Figure 1. Metal 1 (run 1).
(8 px per um) Supply wires on this layer in grey. Cells faint in the background.
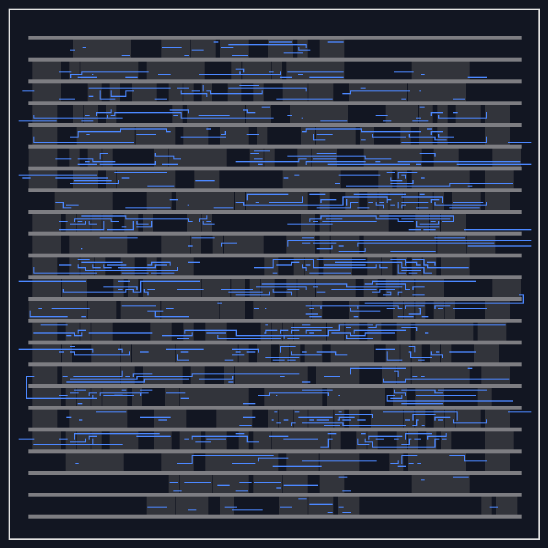
Figure 2. M2 wires (run 1).
(8 px per um)
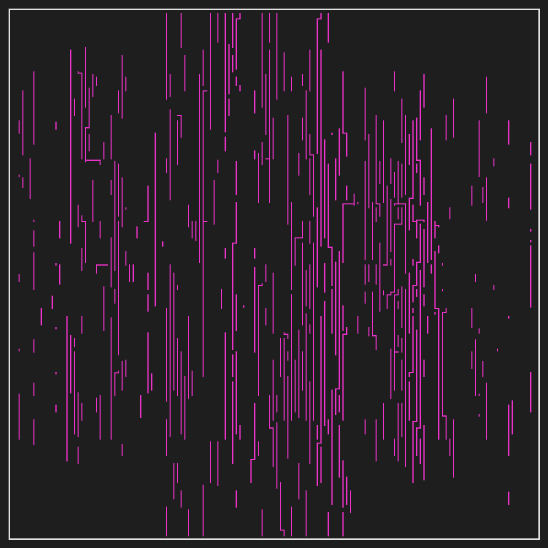
Figure 3. M3 wires (run 1).
(8 px per um) Cells faint in the background.
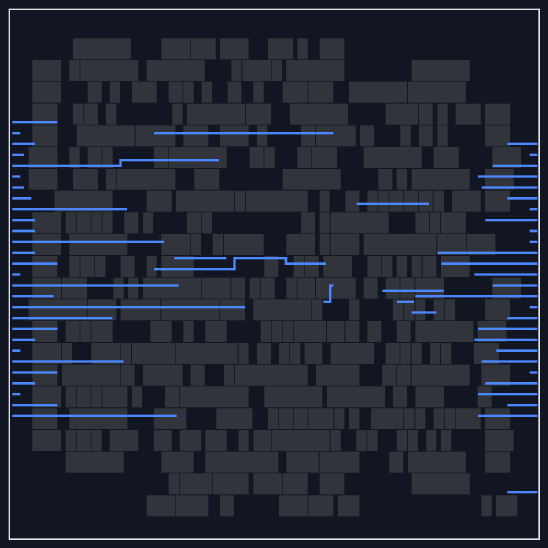
Figure 4. Routed clock nets over the placement (run 1).
(4 px per um)
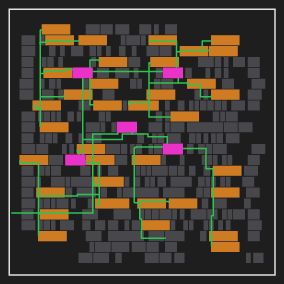
==> config.mk <==
export PLATFORM = sky130hd
export DESIGN_NAME = alu_op_sequencer
export DESIGN_NICKNAME = d
export VERILOG_FILES = /design/src/rtl/alu_op_sequencer_pkg.sv /design/src/rtl/alu_seq_watchdog.sv /design/src/rtl/alu_op_sequencer.sv
export SDC_FILE = /design/constraint.sdc
export NUM_CORES = 1
export LEC_CHECK = 0
export ABC_AREA = 1
export ABC_CLOCK_PERIOD_IN_PS = 1300
export CORE_MARGIN = 2
export CORE_UTILIZATION = 39
export CTS_BUF_LIST = sky130_fd_sc_hd__clkbuf_4 sky130_fd_sc_hd__clkbuf_8 sky130_fd_sc_hd__clkbuf_16
export DETAILED_ROUTE_END_ITERATION = 7
export GPL_TIMING_DRIVEN = 0
export PLACE_DENSITY = 0.79
export SETUP_SLACK_MARGIN = 0.05
export SKIP_LAST_GASP = 1
export SLEW_MARGIN = 30
export SYNTH_ARGS = -nofsm -noshare
export SYNTH_HDL_FRONTEND = slang
export SYNTH_SLANG_ARGS = --single-unit
==> constraint.sdc <==
create_clock -name clk -period 1.3 [get_ports clk]
set_input_delay 0.195 -clock clk [delete_from_list [all_inputs] [get_ports clk]]
set_output_delay 0.195 -clock clk [all_outputs]
set_load 0.01 [all_outputs]
==> results.py <==
# Auto-generated metrics
metrics = {
    "hold_path": {
        "whs_path_depth": 4,
    },
    "worst_setup_path": {
        "critPathMaxStageDelay_ns": 0.37,
        "path_buffers": 2,
        "worstPathCellList": "inv_4 > ha_4 > buf_6",
        "required_ns": 1.11,
        "crit_fanout": 3,
        "r2r_slack_ns": 0.10,
        "setup.worst_path.start_class": "flop",
        "cp-end-kind": "primary output",
    },
    "layout": {
        "final_area_sq_um": 2497,
        "num-multi-input-gates": 139,
        "mostFrequentLayoutCell": "nand2_1",
        "nonClockBufferCount": 90,
        "largestClassByArea": "non-clock buffers",
        "areaGrowthSynthToFinish_pct": 66.33,
        "num_antenna_cells": 0,
        "comb_share": 0.2801,
        "logic_area_sq_um": 699.4,
        "fillers": 363,
        "finalNonFillerCells": 335,
        "lay_top_cells": "nand2_1 (61), clkdlybuf4s50_1 (36), dlygate4sd2_1 (34)",
        "seq_area_frac": 0.2911,
        "clock_cell_area_share": 0.03858,
        "inverters_excl_clock": 15,
        "bufAreaShareNonClock": 0.3387,
        "seq_area_sq_um": 726.9,
    },
    "clock_tree": {
        "cts_buffers": 5,
        "cts-root-buf": "clkbuf_8",
        "cts_buffer_depth": 2,
        "path_clk_slew_ns": 0.07,
        "cts_tree": "yes",
        "htree_levels": 2,
    },
    "job": {
        "tool_warnings": 31,
        "cap_violations": 0,
    },
    "floorplan": {
        "die_h_um": 66.05,
        "fp_util": 0.4071,
        "placeableCoreArea_sq_um": 3689,
        "chip_area_sq_um": 4362,
        "ioPinCount": 76,
    },
    "route": {
        "vias_per_cell": 4.654,
        "first_iter_violations": 115,
        "ant_nets": 0,
        "drc_errors": 0,
        "dr.pass1.iters": 4,
        "wl_per_cell_um": 12.11,
    },
    "final_timing": {
        "layout_min_cycle_time_ns": 1.232,
        "hold_violations": 0,
        "max_clock_freq_ghz": 0.8117,
        "setup-violations-final": 0,
        "period_used_share": 0.9477,
        "rsz0062_at_grt": "true",
    },
    "logic_synthesis": {
        "top_area_cell": "dfxtp_1",
        "synth_flops": 36,
        "yosysSeqAreaShare": 0.4800,
        "synth-edff-count": 0,
        "synthesis.area_sq_um": 1501,
        "yosys-top-cells-area": "dfxtp_1 (48%), nand2_1 (15%), a21oi_1 (9.0%)",
        "ys_types": 18,
        "synthFlopType": "dfxtp_1",
        "synth_top_area_share": 0.4800,
        "yosys_warnings": 0,
        "yosys_area_sq_um": 1501,
        "fp_nets": 243,
        "yosysCellCount": 201,
        "top_cell": "nand2_1",
        "syn_area_per_cell_sq_um": 7.470,
        "synth_cells": 201,
    },
    "power_and_ir_drop": {
        "ir_drop_mv": 0.6644,
        "intPower_uw": 1830,
        "power_density_nw_per_um2": 959.7,
        "leakagePower_uw": 0.001183,
        "switchingPower_uw": 566.3,
        "switching_share": 0.2363,
    },
    "global_routing": {
        "grt_pass1_vias": 1459,
        "grt_max_degree": 11,
        "grt_overflow_total": 0,
        "grt_use_total": 0.1880,
        "grt_pass1_wl_um": 6327,
    },
    "placement": {
        "port_buffers": 73,
        "placed_cells": 322,
        "dpl.hpwl_um": 2725,
        "placed_area_sq_um": 2292,
    },
    "status": {
        "outcome": "finished, final reports clean",
    },
}
-- Figure 1 (at the start) --
longest straight run = 30.4 um
share of all routed wire = 42%
wire length on this layer = 1690 um
M1 GR Usage: 0.2362
DRT Wirelength: 4058 um
Via Count: 1559

-- Figure 2 (at the start) --
longest straight run = 35.7 um
main direction = vertical
nets with wire on the layer = 255
wire length on this layer = 1920 um
met2 GRT Util: 0.2992

-- Figure 3 (at the start) --
share of all routed wire = 11%
wire length on this layer = 429 um
longest straight run = 28.8 um
Global Route met3 Usage: 0.07836

-- Figure 4 (at the start) --
magenta -> clock-net drivers  # count 5
green -> clock wires  # length 425 um
orange -> flip-flops  # count 36
flops lie = spread over the die
routed clock nets = 6
Clk pwr share: 0.350
worst clock skew: 0.004682 ns
P_clk: 839 uW
worst skew pair latency: 0.28 ns

## run 1: cells by family (layout without fill, tap and decap cells)
kind of cell,after synthesis,in the layout,synth area share
DFF,36,36,0.4800
and+or+nand+nor,107,107,0.2967
AOI/OAI and AO/OA,27,27,0.09000
adders and majority gates,4,4,0.03333
other,1,1,0.002498
buffers and inverters,26,112,0.09749
## run 1: per-layer routing
layer  up-vias  GRT usage  wire [um]
li1        801          -          -
met2        70     0.2992       1921
met5         -          0          0
met4         0    0.04592         19
met3         2    0.07836        428
met1       686     0.2362       1688
## run 1: stage by stage
step	power, uW	setup TNS (ns)	hold WS [ns]	setup WS [ns]	utilization
6_report	2397	0	0.2845	0.06801	0.6771
5_1_grt	2509	0	0.3174	0.03365	0.6771
4_1_cts	2390	-0.04649	0.2837	-0.04649	0.6438
3_5_place_dp	1574	-2.256	0.4528	-0.1445	0.6214
3_3_place_gp	1573	-1.731	0.4491	-0.1341	0.6214
2_1_floorplan	1348	0	0.3377	0.08190	-
## run 1: worst reg2reg max path, stage by stage, from the launching register on
cell	delay, ns
dfxtp_2	0.33
buf_4	0.14
ha_4	0.15
nand2_4	0.08
inv_8	0.05
buf_8	0.13
nor2_2	0.07
nor2_1	0.04
nand2_1	0.07
inv_1	0.03
## run 1: power by group through the flow
| stage | clock network [uW] | registers [uW] | logic (uW) |
|---|---|---|---|
| floorplan | 0 | 1200 | 143 |
| global placement | 0 | 1190 | 385 |
| detailed placement | 0 | 1190 | 386 |
| CTS | 857 | 1160 | 369 |
| global route | 910 | 1170 | 431 |
| finish | 839 | 1160 | 394 |
## run 1: timing repair
action	CTS	global route
pin swaps	2	5
hold buffers	0	0
gates resized	50	25
cloned	0	1
endpoints found under the setup margin	64	30
buffers inserted	1	4
No activity file was given, so power comes from the tool's default toggle rates.
